run_1/met1.png
Supply wires on this layer in grey.
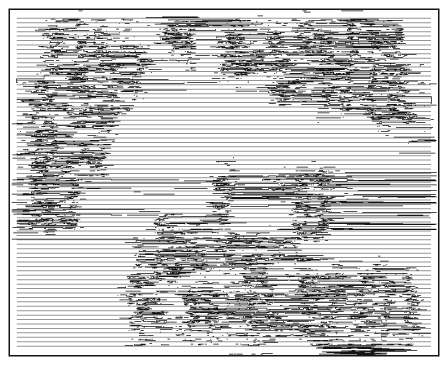
run_1/met2.png
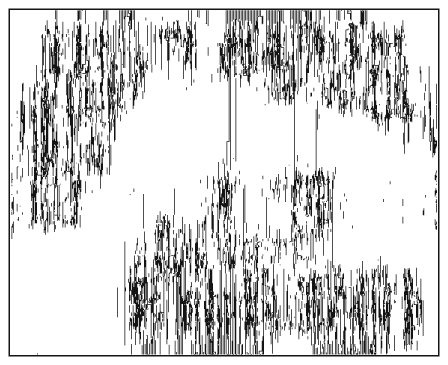
run_1/met3.png
Bar = 100 microns.
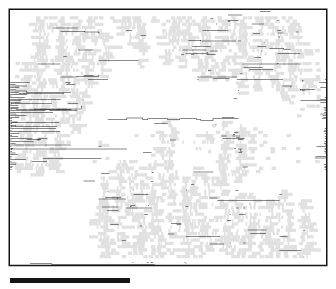
run_1/met4.png
Supply wires on this layer in grey.
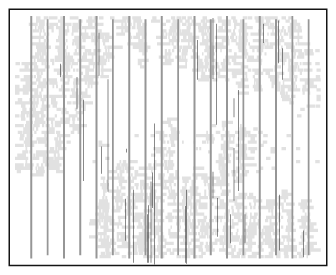
## config.mk

```make
export PLATFORM = sky130hd
export DESIGN_NAME = axi_lite_reg_slice_flat
export DESIGN_NICKNAME = d
export VERILOG_FILES = /design/src/rtl/axi_lite_reg_slice_if.sv /design/src/rtl/axi_lite_reg_slice.sv /design/src/flat_wrapper.sv
export SDC_FILE = /design/constraint.sdc
export NUM_CORES = 1
export LEC_CHECK = 0
export CAP_MARGIN = 20
export CORE_ASPECT_RATIO = 0.8
export CORE_MARGIN = 4
export CORE_UTILIZATION = 25
export DETAILED_ROUTE_END_ITERATION = 6
export GPL_ROUTABILITY_DRIVEN = 0
export GPL_TIMING_DRIVEN = 0
export PLACE_DENSITY = 0.57
export SLEW_MARGIN = 15
export SYNTH_ARGS = -nofsm -noshare
export SYNTH_HDL_FRONTEND = slang
export SYNTH_HIERARCHICAL = 1
export SYNTH_SLANG_ARGS = --single-unit
```

## constraint.sdc

```tcl
create_clock -name aclk -period 3.09 [get_ports aclk]
set_clock_uncertainty 0.05 [all_clocks]
set_input_delay 0.618 -clock aclk [delete_from_list [all_inputs] [get_ports aclk]]
set_output_delay 0.618 -clock aclk [all_outputs]
set_load 0.01 [all_outputs]
```

## src/rtl/axi_lite_reg_slice_if.sv

```systemverilog
// AXI4-Lite link bundle (AW, W, B, AR, R) used on both sides of the register slice.
// The master modport is the side that issues addresses and write data.
interface axi_lite_reg_slice_if #(
   parameter int ADDR_WIDTH = 32,
   parameter int DATA_WIDTH = 32
);

   logic                      awvalid;
   logic                      awready;
   logic [ADDR_WIDTH-1:0]     awaddr;

   logic                      wvalid;
   logic                      wready;
   logic [DATA_WIDTH-1:0]     wdata;
   logic [DATA_WIDTH/8-1:0]   wstrb;

   logic                      bvalid;
   logic                      bready;
   logic [1:0]                bresp;

   logic                      arvalid;
   logic                      arready;
   logic [ADDR_WIDTH-1:0]     araddr;

   logic                      rvalid;
   logic                      rready;
   logic [DATA_WIDTH-1:0]     rdata;
   logic [1:0]                rresp;

   modport master (
      output awvalid, awaddr,
      input  awready,
      output wvalid, wdata, wstrb,
      input  wready,
      input  bvalid, bresp,
      output bready,
      output arvalid, araddr,
      input  arready,
      input  rvalid, rdata, rresp,
      output rready
   );

   modport slave (
      input  awvalid, awaddr,
      output awready,
      input  wvalid, wdata, wstrb,
      output wready,
      output bvalid, bresp,
      input  bready,
      input  arvalid, araddr,
      output arready,
      output rvalid, rdata, rresp,
      input  rready
   );

endinterface

```

## src/rtl/axi_lite_reg_slice.sv

```systemverilog
// AXI4-Lite register slice: every channel passes through its own 2-entry skid buffer
// so no valid, ready or payload path crosses the slice combinationally.

module axi_lite_skid #(
   parameter int WIDTH = 32
) (
   input  logic             aclk,
   input  logic             areset,
   input  logic             src_valid,
   output logic             src_ready,
   input  logic [WIDTH-1:0] src_data,
   output logic             dst_valid,
   input  logic             dst_ready,
   output logic [WIDTH-1:0] dst_data
);

   typedef enum logic [1:0] {
      EMPTY = 2'd0,
      ONE   = 2'd1,
      FULL  = 2'd2
   } fill_t;

   fill_t            state;
   fill_t            state_next;
   logic [WIDTH-1:0] skid_data;
   logic             push;
   logic             pop;
   logic             load_out;
   logic             load_skid;
   logic             drain_skid;

   assign push = src_valid && src_ready;
   assign pop  = dst_valid && dst_ready;

   always_comb begin
      state_next = state;
      load_out   = 1'b0;
      load_skid  = 1'b0;
      drain_skid = 1'b0;
      case (state)
         EMPTY: begin
            if (push) begin
               state_next = ONE;
               load_out   = 1'b1;
            end
         end
         ONE: begin
            if (push && pop) begin
               load_out = 1'b1;
            end else if (push) begin
               state_next = FULL;
               load_skid  = 1'b1;
            end else if (pop) begin
               state_next = EMPTY;
            end
         end
         FULL: begin
            // src_ready is low here, so only the drain can happen
            if (pop) begin
               state_next = ONE;
               drain_skid = 1'b1;
            end
         end
         default: begin
            state_next = EMPTY;
         end
      endcase
   end

   always_ff @(posedge aclk) begin
      if (areset) begin
         state     <= EMPTY;
         src_ready <= 1'b0;
         dst_valid <= 1'b0;
         dst_data  <= '0;
         skid_data <= '0;
      end else begin
         state     <= state_next;
         src_ready <= (state_next != FULL);
         dst_valid <= (state_next != EMPTY);
         if (load_out) begin
            dst_data <= src_data;
         end else if (drain_skid) begin
            dst_data <= skid_data;
         end
         if (load_skid) begin
            skid_data <= src_data;
         end
      end
   end

endmodule

module axi_lite_reg_slice #(
   parameter int ADDR_WIDTH = 32,
   parameter int DATA_WIDTH = 32
) (
   input  logic                   aclk,
   input  logic                   areset,
   axi_lite_reg_slice_if.slave    s_axi,
   axi_lite_reg_slice_if.master   m_axi
);

   // DATA_WIDTH is expected to be a whole number of bytes
   localparam int STRB_WIDTH = DATA_WIDTH / 8;
   localparam int W_WIDTH    = DATA_WIDTH + STRB_WIDTH;
   localparam int R_WIDTH    = DATA_WIDTH + 2;

   logic [W_WIDTH-1:0] w_in;
   logic [W_WIDTH-1:0] w_out;
   logic [R_WIDTH-1:0] r_in;
   logic [R_WIDTH-1:0] r_out;

   assign w_in        = {s_axi.wdata, s_axi.wstrb};
   assign m_axi.wdata = w_out[W_WIDTH-1:STRB_WIDTH];
   assign m_axi.wstrb = w_out[STRB_WIDTH-1:0];

   assign r_in        = {m_axi.rdata, m_axi.rresp};
   assign s_axi.rdata = r_out[R_WIDTH-1:2];
   assign s_axi.rresp = r_out[1:0];

   axi_lite_skid #(.WIDTH(ADDR_WIDTH)) aw_slice (
      .aclk      (aclk),
      .areset    (areset),
      .src_valid (s_axi.awvalid),
      .src_ready (s_axi.awready),
      .src_data  (s_axi.awaddr),
      .dst_valid (m_axi.awvalid),
      .dst_ready (m_axi.awready),
      .dst_data  (m_axi.awaddr)
   );

   axi_lite_skid #(.WIDTH(W_WIDTH)) w_slice (
      .aclk      (aclk),
      .areset    (areset),
      .src_valid (s_axi.wvalid),
      .src_ready (s_axi.wready),
      .src_data  (w_in),
      .dst_valid (m_axi.wvalid),
      .dst_ready (m_axi.wready),
      .dst_data  (w_out)
   );

   // Response channels run slave-to-master, so source and destination swap sides
   axi_lite_skid #(.WIDTH(2)) b_slice (
      .aclk      (aclk),
      .areset    (areset),
      .src_valid (m_axi.bvalid),
      .src_ready (m_axi.bready),
      .src_data  (m_axi.bresp),
      .dst_valid (s_axi.bvalid),
      .dst_ready (s_axi.bready),
      .dst_data  (s_axi.bresp)
   );

   axi_lite_skid #(.WIDTH(ADDR_WIDTH)) ar_slice (
      .aclk      (aclk),
      .areset    (areset),
      .src_valid (s_axi.arvalid),
      .src_ready (s_axi.arready),
      .src_data  (s_axi.araddr),
      .dst_valid (m_axi.arvalid),
      .dst_ready (m_axi.arready),
      .dst_data  (m_axi.araddr)
   );

   axi_lite_skid #(.WIDTH(R_WIDTH)) r_slice (
      .aclk      (aclk),
      .areset    (areset),
      .src_valid (m_axi.rvalid),
      .src_ready (m_axi.rready),
      .src_data  (r_in),
      .dst_valid (s_axi.rvalid),
      .dst_ready (s_axi.rready),
      .dst_data  (r_out)
   );

endmodule

```

## src/flat_wrapper.sv

```systemverilog
// flat-port wrapper written by rule: the top's interface ports become plain ports
module axi_lite_reg_slice_flat 
#(
   parameter int ADDR_WIDTH = 32,
   parameter int DATA_WIDTH = 32
)
  (aclk, areset, s_axi_awvalid, s_axi_awaddr, s_axi_awready, s_axi_wvalid, s_axi_wdata, s_axi_wstrb, s_axi_wready, s_axi_bvalid, s_axi_bresp, s_axi_bready, s_axi_arvalid, s_axi_araddr, s_axi_arready, s_axi_rvalid, s_axi_rdata, s_axi_rresp, s_axi_rready, m_axi_awvalid, m_axi_awaddr, m_axi_awready, m_axi_wvalid, m_axi_wdata, m_axi_wstrb, m_axi_wready, m_axi_bvalid, m_axi_bresp, m_axi_bready, m_axi_arvalid, m_axi_araddr, m_axi_arready, m_axi_rvalid, m_axi_rdata, m_axi_rresp, m_axi_rready);
  axi_lite_reg_slice_if #(.ADDR_WIDTH(ADDR_WIDTH), .DATA_WIDTH(DATA_WIDTH)) s_axi_i ();
  axi_lite_reg_slice_if #(.ADDR_WIDTH(ADDR_WIDTH), .DATA_WIDTH(DATA_WIDTH)) m_axi_i ();
  input  logic aclk;
  input  logic areset;
  input wire logic [$bits(s_axi_i.awvalid)-1:0] s_axi_awvalid;
  input wire logic [$bits(s_axi_i.awaddr)-1:0] s_axi_awaddr;
  output wire logic [$bits(s_axi_i.awready)-1:0] s_axi_awready;
  input wire logic [$bits(s_axi_i.wvalid)-1:0] s_axi_wvalid;
  input wire logic [$bits(s_axi_i.wdata)-1:0] s_axi_wdata;
  input wire logic [$bits(s_axi_i.wstrb)-1:0] s_axi_wstrb;
  output wire logic [$bits(s_axi_i.wready)-1:0] s_axi_wready;
  output wire logic [$bits(s_axi_i.bvalid)-1:0] s_axi_bvalid;
  output wire logic [$bits(s_axi_i.bresp)-1:0] s_axi_bresp;
  input wire logic [$bits(s_axi_i.bready)-1:0] s_axi_bready;
  input wire logic [$bits(s_axi_i.arvalid)-1:0] s_axi_arvalid;
  input wire logic [$bits(s_axi_i.araddr)-1:0] s_axi_araddr;
  output wire logic [$bits(s_axi_i.arready)-1:0] s_axi_arready;
  output wire logic [$bits(s_axi_i.rvalid)-1:0] s_axi_rvalid;
  output wire logic [$bits(s_axi_i.rdata)-1:0] s_axi_rdata;
  output wire logic [$bits(s_axi_i.rresp)-1:0] s_axi_rresp;
  input wire logic [$bits(s_axi_i.rready)-1:0] s_axi_rready;
  output wire logic [$bits(m_axi_i.awvalid)-1:0] m_axi_awvalid;
  output wire logic [$bits(m_axi_i.awaddr)-1:0] m_axi_awaddr;
  input wire logic [$bits(m_axi_i.awready)-1:0] m_axi_awready;
  output wire logic [$bits(m_axi_i.wvalid)-1:0] m_axi_wvalid;
  output wire logic [$bits(m_axi_i.wdata)-1:0] m_axi_wdata;
  output wire logic [$bits(m_axi_i.wstrb)-1:0] m_axi_wstrb;
  input wire logic [$bits(m_axi_i.wready)-1:0] m_axi_wready;
  input wire logic [$bits(m_axi_i.bvalid)-1:0] m_axi_bvalid;
  input wire logic [$bits(m_axi_i.bresp)-1:0] m_axi_bresp;
  output wire logic [$bits(m_axi_i.bready)-1:0] m_axi_bready;
  output wire logic [$bits(m_axi_i.arvalid)-1:0] m_axi_arvalid;
  output wire logic [$bits(m_axi_i.araddr)-1:0] m_axi_araddr;
  input wire logic [$bits(m_axi_i.arready)-1:0] m_axi_arready;
  input wire logic [$bits(m_axi_i.rvalid)-1:0] m_axi_rvalid;
  input wire logic [$bits(m_axi_i.rdata)-1:0] m_axi_rdata;
  input wire logic [$bits(m_axi_i.rresp)-1:0] m_axi_rresp;
  output wire logic [$bits(m_axi_i.rready)-1:0] m_axi_rready;
  assign s_axi_i.awvalid = s_axi_awvalid;
  assign s_axi_i.awaddr = s_axi_awaddr;
  assign s_axi_awready = s_axi_i.awready;
  assign s_axi_i.wvalid = s_axi_wvalid;
  assign s_axi_i.wdata = s_axi_wdata;
  assign s_axi_i.wstrb = s_axi_wstrb;
  assign s_axi_wready = s_axi_i.wready;
  assign s_axi_bvalid = s_axi_i.bvalid;
  assign s_axi_bresp = s_axi_i.bresp;
  assign s_axi_i.bready = s_axi_bready;
  assign s_axi_i.arvalid = s_axi_arvalid;
  assign s_axi_i.araddr = s_axi_araddr;
  assign s_axi_arready = s_axi_i.arready;
  assign s_axi_rvalid = s_axi_i.rvalid;
  assign s_axi_rdata = s_axi_i.rdata;
  assign s_axi_rresp = s_axi_i.rresp;
  assign s_axi_i.rready = s_axi_rready;
  assign m_axi_awvalid = m_axi_i.awvalid;
  assign m_axi_awaddr = m_axi_i.awaddr;
  assign m_axi_i.awready = m_axi_awready;
  assign m_axi_wvalid = m_axi_i.wvalid;
  assign m_axi_wdata = m_axi_i.wdata;
  assign m_axi_wstrb = m_axi_i.wstrb;
  assign m_axi_i.wready = m_axi_wready;
  assign m_axi_i.bvalid = m_axi_bvalid;
  assign m_axi_i.bresp = m_axi_bresp;
  assign m_axi_bready = m_axi_i.bready;
  assign m_axi_arvalid = m_axi_i.arvalid;
  assign m_axi_araddr = m_axi_i.araddr;
  assign m_axi_i.arready = m_axi_arready;
  assign m_axi_i.rvalid = m_axi_rvalid;
  assign m_axi_i.rdata = m_axi_rdata;
  assign m_axi_i.rresp = m_axi_rresp;
  assign m_axi_rready = m_axi_i.rready;
  axi_lite_reg_slice #(.ADDR_WIDTH(ADDR_WIDTH), .DATA_WIDTH(DATA_WIDTH)) u_core (.aclk(aclk), .areset(areset), .s_axi(s_axi_i), .m_axi(m_axi_i));
endmodule
```

==> qor.csv, run 1 <==
metric,value,unit
Area Overhead vs Synth,38.5,%
setup tns final,0,ps
IO Pins,294,
FP Core Util,25.4,%
"antenna viol nets, final",0,
Slew @ Worst Pin,811,ps
CP Capture Type,output pin,
gr ovfl total,0,
critical register-to-register path startpoint,u_core/w_slice/dst_valid,
WS Path Type,reg -> out,
status,"finished, final reports clean",
max_cap viols,0,
Worst Hold Path Cells,2,
# resized after CTS,0,
hold_ws,426,ps
Final Cell Area,18000,sq um
"EDFF count, synth",0,
Util after Layout,35.1,%
Synth Area per Inst,8.68,sq um
H-tree Lvls,2,
slowest cell on the critical path,clkdlybuf4s50_1,
layout cell share with drive strength beyond 1,15.1,%
Worst Hold Class,reg -> reg,
WP data required,2420,ps
final setup fails,0,
fillcell total,5283,
root buf cell,clkbuf_16,
post-synth top area share,45.0,%
first-pass GRT wire length,71.9,mm
reg2reg setup slack,1450,ps
Tcrit/Tclk final,73.5,%
CTS tree,done,
Final Max Tran Viols,0,
Netlist cell types,39,
total tool warning count,26,
most instantiated library cell after synthesis,dfxtp_1,
vias in the first global route,12600,
hold worst-path end,u_core/aw_slice/skid_data[22],
"FFs w/ async S/R, synth",0,%
Back to the opening pictures, met1.png:
- wire length on this layer: 22.0 mm
- share of all routed wire: 47%
- nets with wire on the layer: 1852
- longest straight run: 116 microns
GRT met1 Usage: 21.8%
via count of the routed design: 12700

Back to the opening pictures, met2.png:
- wire length on this layer: 21.1 mm
- nets with wire on the layer: 1718
GRT met2 Usage: 25.2%
WL final: 46.9 mm

Back to the opening pictures, met3.png:
- longest straight run: 95.9 microns
- share of all routed wire: 5.1%
- main direction: horizontal
met3 Usage GRT: 3.36%

Back to the opening pictures, met4.png:
- share of all routed wire: 2.8%
- main direction: vertical
- longest straight run: 117 microns

-- run 1: report_power, final --
part	internal [uW]	switching [uW]
sequential	3980	139
combinational	771	886
clock	2710	1670
total	7460	2690
-- run 1: per-layer routing --
| metal | up-vias | track usage [%] | routed length, microns |
|---|---|---|---|
| li1 | 6116 | - | - |
| met1 | 6177 | 21.8 | 22000 |
| met2 | 329 | 25.2 | 21100 |
| met3 | 72 | 3.36 | 2380 |
| met4 | 4 | 5.64 | 1320 |
| met5 | - | 0 | 27 |
-- run 1: how the worst max path moves through the flow --
| stage | to | start | cells after the start | slack [ps] |
|---|---|---|---|---|
| after detailed placement | u_core/aw_slice/skid_data[13] | areset | 4 | 460 |
| after global placement | u_core/aw_slice/skid_data[13] | areset | 4 | -370 |
| after global routing | m_axi_arvalid | u_core/ar_slice/dst_valid | 1 | 750 |
| after floorplan | u_core/w_slice/dst_data[0] | m_axi_wready | 5 | 1580 |
| after CTS | m_axi_arvalid | u_core/ar_slice/dst_valid | 1 | 770 |
| final | m_axi_wvalid | u_core/w_slice/dst_valid | 1 | 820 |
-- run 1: flip-flops by register name (all words and copies together), names as in the netlist, 32 cells and up --
register and flops:
u_core/w_slice/dst_data 36, u_core/w_slice/skid_data 36, u_core/r_slice/dst_data 34, u_core/r_slice/skid_data 34, u_core/ar_slice/dst_data 32, u_core/ar_slice/skid_data 32, u_core/aw_slice/dst_data 32, u_core/aw_slice/skid_data 32
-- run 1: cell type report --
cell class              instances  area (sq um)  area share [%]
diodes                          1          2.50          0.0139
plain buffers                 157           883            4.91
clock buffers                  52          1060            5.91
clock inverters                 9           153           0.849
inverters                       5          18.8           0.104
multi-input cells            1042          6240            34.7
flip-flops and latches        292          5850            32.5
well taps                     684           856            4.76
repair buffers                293          2930            16.3
-- run 1: kinds of logic after synthesis --
family	Yosys count	share of synthesized area [%]
compound gates	445	26.4
flops	292	45.0
simple gates	594	21.4
buf+inv	162	6.95
mux	3	0.270
-- run 1: cells in the final DEF (no fill, tap or decap), types with 8 or more instances in the layout --
cell and instances:
nand2_1 278, nand3_1 137, buf_4 33, buf_6 12, clkbuf_1 51, a21oi_1 149, nor3_1 134, a311oi_1 34
clkbuf_8 8, and3b_1 8, o21ai_0 145, a311oi_2 100, buf_2 64, clkdlybuf4s50_1 292, dfxtp_1 292, clkbuf_16 37
-- run 1: metrics by stage --
| stage | setup slack [ps] | power [uW] |
|---|---|---|
| after floorplan | 1580 | 4990 |
| after global placement | -375 | 5820 |
| after detailed placement | 461 | 5840 |
| after CTS | 766 | 10300 |
| after global routing | 750 | 10600 |
| final | 818 | 10200 |
run_1/final_clocks.png
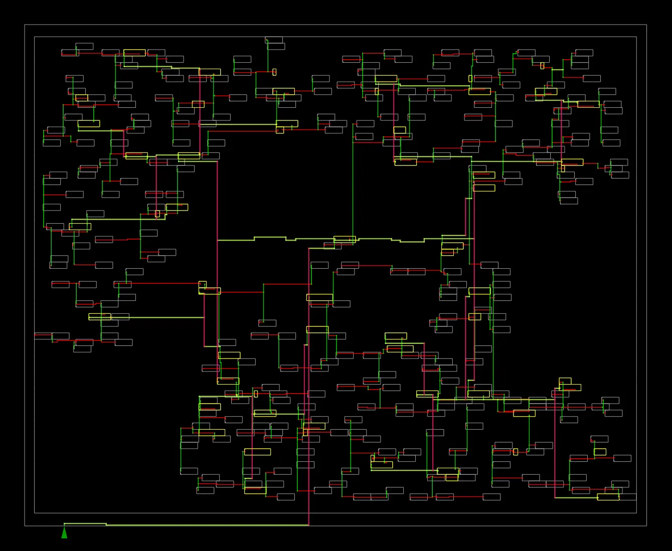

--- run 2 (diff from run 1) ---
--- a/config.mk
+++ b/config.mk
@@ -12,7 +12,7 @@
 export DETAILED_ROUTE_END_ITERATION = 6
 export GPL_ROUTABILITY_DRIVEN = 0
 export GPL_TIMING_DRIVEN = 0
-export PLACE_DENSITY = 0.57
+export PLACE_DENSITY = 0.58
 export SLEW_MARGIN = 15
 export SYNTH_ARGS = -nofsm -noshare
 export SYNTH_HDL_FRONTEND = slang
==> constraint.sdc (replaced) <==
create_clock -name aclk -period 1.9 [get_ports aclk]
set_clock_uncertainty 0.05 [all_clocks]
set_input_delay 0.38 -clock aclk [delete_from_list [all_inputs] [get_ports aclk]]
set_output_delay 0.38 -clock aclk [all_outputs]
set_load 0.01 [all_outputs]
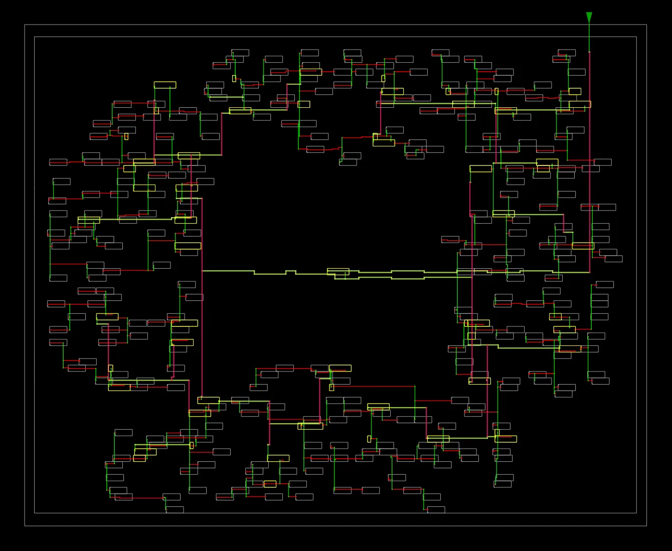
run_2/final_clocks.png
total CTS buffers: 34
CTS Sinks: 292

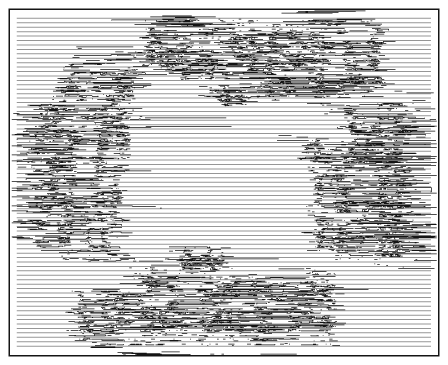
run_2/met1.png
Supply wires on this layer in grey.
- wire length on this layer: 21.2 mm
- longest straight run: 100 microns
GRT met1 Usage: 21.3%
WL final: 45.5 mm
via count of the routed design: 12800

==> run 2 against run 1 <==
Flip-flop count unchanged. Sequential share of layout area up 0.29 points. Highest routed layer unchanged. Non-clock buffer count unchanged.
==> qor.csv, run 2 <==
metric,value,unit,change
status,"finished, final reports clean",,unchanged
IO Pins,294,,unchanged
critical register-to-register path startpoint,u_core/r_slice/state[0],,was u_core/w_slice/dst_valid
Top logic family,AND-OR/OR-AND gates,,unchanged
post-CTS setup buffer count,0,,unchanged
Post-Synth Adder-Cell Area,0,%,unchanged
Worst Hold Path Cells,2,,unchanged
Top delay family on crit path,buffers and inverters,,unchanged
FP Core Util,25.4,%,unchanged
setup tns final,0,ps,unchanged
# resized after CTS,61,,was 0
max_cap viols,0,,unchanged
Top cells excl fill/tap,"292 x dfxtp_1, 278 x nand2_1, 220 x clkdlybuf4s50_1, 149 x a21oi_1, 145 x o21ai_0",,"was 292 x clkdlybuf4s50_1, 292 x dfxtp_1, 278 x nand2_1, 149 x a21oi_1, 145 x o21ai_0"
Netlist cell types,39,,unchanged
CP Capture Type,flip-flop,,was output pin
"FFs w/ async S/R, synth",0,%,unchanged
DP Cell Count,2473,,unchanged
fillcell total,5164,,was 5283
hold_ws,402,ps,was 426 ps
slowest cell on the critical path,buf_1,,was clkdlybuf4s50_1
buffer depth of the longest clock path,3,,unchanged
gr ovfl total,0,,unchanged
root buf cell,clkbuf_16,,unchanged
Synth mux share,0.270,%,unchanged
vias in the first global route,12500,,was 12600
"antenna viol nets, final",0,,unchanged
reg2reg setup slack,240,ps,was 1450 ps
Area Overhead vs Synth,37.3,%,was 38.5%
XOR/XNOR Fraction of Synth Area,0,%,unchanged
register area,5850,sq um,unchanged
Worst Hold Class,in -> reg,,was reg -> reg
Synth Area per Inst,8.68,sq um,unchanged
Mapped Cells,1496,,unchanged
post-synth top area share,45.0,%,unchanged
first-pass GRT wire length,70.1,mm,was 71.9 mm
total tool warning count,26,,unchanged
final setup fails,0,,unchanged
Multi-input gate area,6240,sq um,unchanged
Util after Layout,34.8,%,was 35.1%
Tcrit/Tclk final,98.4,%,
CTS tree,done,,unchanged
WS Path Type,in -> reg,,was reg -> out
aoi share,26.4,%,unchanged
die area,55700,sq um,unchanged
Slew @ Worst Pin,810,ps,was 811 ps
Final Max Tran Viols,0,,unchanged
RR Endpoint,u_core/r_slice/dst_data[6],,was u_core/w_slice/dst_data[10]
most instantiated library cell after synthesis,dfxtp_1,,unchanged
H-tree Lvls,2,,unchanged
Tot Pwr,15800,uW,was 10200 uW
"EDFF count, synth",0,,unchanged
layout cell share with drive strength beyond 1,15.0,%,was 15.1%
most used logic cell in the final layout,dfxtp_1,,
WP data required,2230,ps,was 2420 ps
==> run 2: netlist changes by cell type in the layout (fill, tap and decap cells not counted), moves of 3 or more <==
cell	change
clkdlybuf4s50_1	-72
dlygate4sd2_1	+61
clkinv_2	+3
dlymetal6s2s_1	+11
==> run 2: logic make-up after synthesis <==
| group | count (synthesis) |
|---|---|
| AND-OR/OR-AND | 445 |
| buffers and inverters | 162 |
| flip-flops | 292 |
| multiplexers | 3 |
| AND/OR/NAND/NOR | 594 |
==> run 2: cell type report <==
type,count,area share (%)
antenna,2,0.0281
buffer,157,4.95
clock buffer,50,5.62
clock inverter,9,0.554
inverter,5,0.105
multi-input combinational,1042,35.0
sequential,292,32.8
tap,684,4.80
timing repair buffer,293,16.1
==> run 2: worst max path at each step <==
stage,endpoint,cells after the start
after floorplan,u_core/w_slice/dst_data[0],5
after global placement,u_core/ar_slice/skid_data[30],4
after detailed placement,u_core/ar_slice/skid_data[30],4
after CTS,m_axi_awaddr[12],1
after global routing,m_axi_araddr[23],1
final,u_core/ar_slice/skid_data[22],4
==> run 2: metal layers <==
metal	global-route usage [%]	routed length (microns)
met1	21.3	21200
met2	23.9	20200
met3	3.73	3130
met4	4.87	1000
met5	0	27
==> run 2: where the power goes <==
group / total (uW) / internal [uW] / switching [uW]
sequential: 6700 / 6470 / 229
combinational: 2610 / 1170 / 1430
clock: 6520 / 3920 / 2600
total: 15800 / 11600 / 4260
==> run 2: through the flow <==
stage | cell area (sq um) | setup slack (ps)
3_5_place_dp | 16800 | -391
2_1_floorplan | 13000 | 563
3_3_place_gp | 16800 | -1300
6_report | 17800 | 29.7
5_1_grt | 17800 | 0.0123
4_1_cts | 17800 | 1.49
run_2/met3.png
Bar = 100 microns.
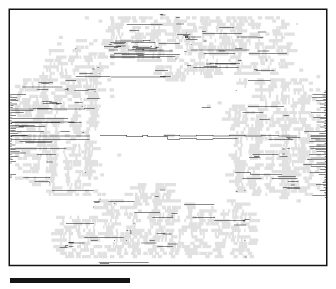

--- run 3 (diff from run 2) ---
--- a/config.mk
+++ b/config.mk
@@ -12,7 +12,7 @@
 export DETAILED_ROUTE_END_ITERATION = 6
 export GPL_ROUTABILITY_DRIVEN = 0
 export GPL_TIMING_DRIVEN = 0
-export PLACE_DENSITY = 0.58
+export PLACE_DENSITY = 0.46
 export SLEW_MARGIN = 15
 export SYNTH_ARGS = -nofsm -noshare
 export SYNTH_HDL_FRONTEND = slang
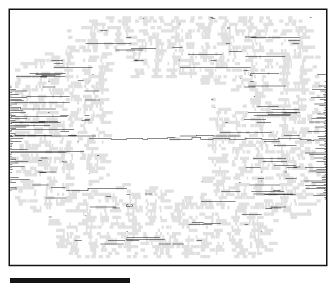
run_3/met3.png
Bar = 100 microns.
- share of all routed wire: 6.3%
- longest straight run: 69.0 microns
- nets with wire on the layer: 219
- main direction: horizontal
WL final: 48.2 mm
via count of the routed design: 12700
met3 Usage GRT: 3.82%

==> run 3 against run 2 <==
Non-clock buffer count unchanged. Maximum frequency increased by 0.56%. Highest routed layer unchanged. Clock-buffer cell count increased by 1. Total power increased by 1.8%. Synthesized area unchanged.
==> qor.csv, run 3 <==
metric,value,unit,change
status,"finished, final reports clean",,unchanged
RSZ-0062 raised after global routing,false,,unchanged
DR WL/cell,19.0,microns,was 18.0 microns
FP Core Util,25.4,%,unchanged
CP Cell Sequence,clkdlybuf4s50_1,,was buf_2 -> buf_1 -> clkbuf_1 -> a21oi_1
"EDFF count, synth",0,,unchanged
Core ar.,51200,sq um,unchanged
Slew @ Worst Pin,844,ps,was 810 ps
total tool warning count,26,,unchanged
register clock-pin slew on the reported worst setup and hold paths,60,ps,about the same
fillcell total,5309,,was 5164
Crit. Startpoint,u_core/ar_slice/dst_data[21],,was areset
Area Overhead vs Synth,37.7,%,was 37.3%
fin crit period,1860,ps,was 1870 ps
setup tns final,0,ps,unchanged
Die W,263,microns,unchanged
worst vdd ir,0.481,mV,was 0.482 mV
final hold vios,0,,unchanged
Remaining DRCs,0,,unchanged
"antenna viol nets, final",0,,unchanged
vias in the first global route,12500,,about the same
max_cap viols,0,,unchanged
die span in y,212,microns,unchanged
Final Cell Area,17900,sq um,was 17800 sq um
buffer depth of the longest clock path,3,,unchanged
Util after Layout,34.9,%,was 34.8%
"Cell Area, Synth",13000,sq um,unchanged
GRT Util Overall,16.6,%,was 15.4%
Worst Hold Class,in -> reg,,unchanged
post-synth top area share,45.0,%,unchanged
largest net degree at the start of global routing,21,,unchanged
Leak,0.00655,uW,was 0.00622 uW
initial antenna violation count,7,,was 3
cell type with the largest total area,dfxtp_1,,unchanged
layout cell share with drive strength beyond 1,15.1,%,was 15.0%
CTS tree,done,,unchanged
Final Max Tran Viols,0,,unchanged
top flop regs,"u_core/w_slice/dst_data (36), u_core/w_slice/skid_data (36)",,unchanged
DP HPWL,34.8,mm,was 34.0 mm
H-tree Lvls,2,,unchanged
Setup crit start kind,flip-flop,,was input port
Post-synth seq share,45.0,%,unchanged
CP peak stage delay,560,ps,was 680 ps
WP data required,1470,ps,was 2230 ps
"top cells by area, synth","dfxtp_1 45%, a311oi_2 12%, nand2_1 8.0%, a21oi_1 5.7%, o21ai_0 5.6%",,unchanged
"FFs w/ async S/R, synth",0,%,unchanged
Netlist cell types,39,,unchanged
Rows,74,,unchanged
"Chip Area, Yosys",13000,sq um,unchanged
# Cells Yosys,1496,,unchanged
hold wc startpoint,areset,,unchanged
first-pass GRT wire length,74.2,mm,was 70.1 mm
Dominant flop cell,dfxtp_1,,unchanged
slowest cell on the critical path,clkdlybuf4s50_1,,was buf_1
Critical path buffers and inverters,1,,was 3
die area,55700,sq um,unchanged
post-cts hold buffer count,0,,unchanged
WS Path Type,reg -> out,,was in -> reg
Mapped Cells,1496,,unchanged
Synth Area per Inst,8.68,sq um,unchanged
gr ovfl total,0,,unchanged
CP Capture Type,output pin,,was flip-flop
Tcrit/Tclk final,97.9,%,was 98.4%
Top delay family on crit path,buffers and inverters,,unchanged
final setup fails,0,,unchanged
hold_ws,388,ps,was 402 ps
synth cell count leaders,"292 x dfxtp_1, 278 x nand2_1, 149 x a21oi_1, 145 x o21ai_0, 137 x nand3_1",,unchanged
Max Clock Freq,538,MHz,was 535 MHz
Power Dens Cells,900,nW/um^2,was 888 nW/um^2
DP Area,16800,sq um,unchanged
Top cells excl fill/tap,"291 x dfxtp_1, 278 x nand2_1, 186 x clkdlybuf4s50_1, 149 x a21oi_1, 145 x o21ai_0",,"was 292 x dfxtp_1, 278 x nand2_1, 220 x clkdlybuf4s50_1, 149 x a21oi_1, 145 x o21ai_0"
Synthesized registers,292,,unchanged
DRT iter0 DRCs,848,,was 902
nets@finish,1975,,was 1973
reg2reg setup slack,230,ps,was 240 ps
critical register-to-register path startpoint,u_core/r_slice/dst_valid,,was u_core/r_slice/state[0]
Nets at Floorplan,1644,,unchanged
IO Pins,294,,unchanged
CTS Sinks,292,,unchanged
root buf cell,clkbuf_16,,unchanged
most instantiated library cell after synthesis,dfxtp_1,,unchanged
number of synthesis warnings,6,,unchanged
most used logic cell in the final layout,dfxtp_1,,unchanged
Via-to-Cell Ratio,4.99,,was 5.03
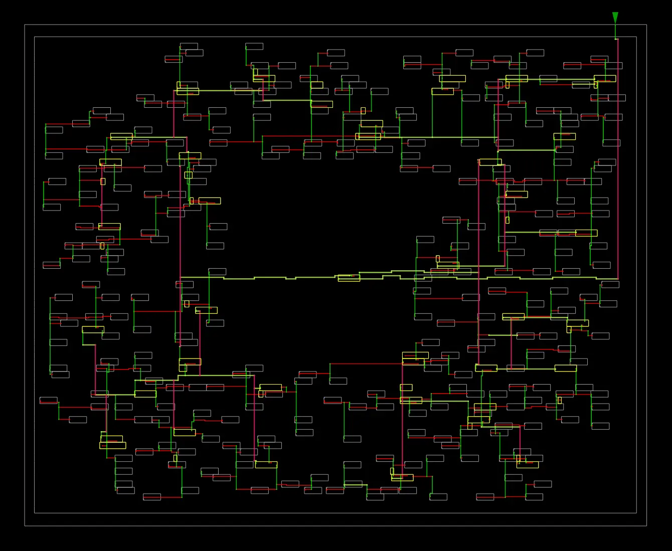
run_3/final_clocks.png
flip-flops: 292
Late-Pin Clk Latency: 540 ps
total CTS buffers: 36
clock network power: 6810 uW

## run 3: layout make-up
class / count / area, sq um / share of cell area [%]
Clock buffer: 51 / 998 / 5.58
Clock inverter: 12 / 143 / 0.798
Timing Repair Buffer: 293 / 2890 / 16.2
Tap cell: 684 / 856 / 4.79
Buffer: 157 / 885 / 4.95
Multi-Input combinational cell: 1042 / 6240 / 34.9
Inverter: 5 / 18.8 / 0.105
Sequential cell: 292 / 5850 / 32.7
Antenna cell: 2 / 5.00 / 0.0280
## run 3: per-stage QoR
step | cells | worst slack (ps) | total power, uW
after detailed placement | 2473 | -468 | 9540
after CTS | 2536 | 0.436 | 16400
after floorplan | 1496 | 563 | 8120
final | 2538 | 40.1 | 16100
after global routing | 2537 | 0.00677 | 16800
after global placement | 2473 | -1380 | 9530
## run 3: where the power goes
group / internal, uW / total, uW / leakage [uW] / switching (uW)
Clock: 4070 / 6810 / 0.000563 / 2730
Combinational: 1140 / 2590 / 0.00361 / 1450
Sequential: 6470 / 6700 / 0.00238 / 229
## run 3: worst reg2reg max path, delay by kind of cell, from the launching register on
family,cells,cell delay [ps]
DFF,1,440
AOI/OAI and AO/OA,2,430
and+or+nand+nor,1,170
buffers and inverters,2,460
## run 3: worst paths after layout
path	cells past startpoint	endpoint
min	2	u_core/b_slice/skid_data[1]
min reg2reg	2	u_core/ar_slice/skid_data[31]
max	1	m_axi_araddr[21]
max reg2reg	5	u_core/r_slice/dst_data[24]
## run 3: metal layers
metal  GRT usage, %  share of wire (%)  up-vias  routed length, microns
met5              0               0.14        -                      69
met4           4.19                1.8       10                     875
met3           3.82                6.3       64                    3030
met2           24.7                 43      369                   20600
met1           24.3                 49     6087                   23600
li1               -                  -     6123                       -
## run 3: kinds of logic (layout without fill, tap and decap cells)
kind of cell    count (synthesis)  after routing  synth area share, %
compound gates                445            445                 26.4
mux                             3              3                0.270
flops                         292            292                 45.0
buf+inv                       162            518                 6.95
simple gates                  594            594                 21.4
other cells                     0              2                    0
## run 3: timing repair
| action | in CTS | in global routing |
|---|---|---|
| setup buffers | 0 | 0 |
| endpoints found under the setup margin | 80 | 28 |
| resized | 81 | 27 |
Power and IR drop assume default switching activity.
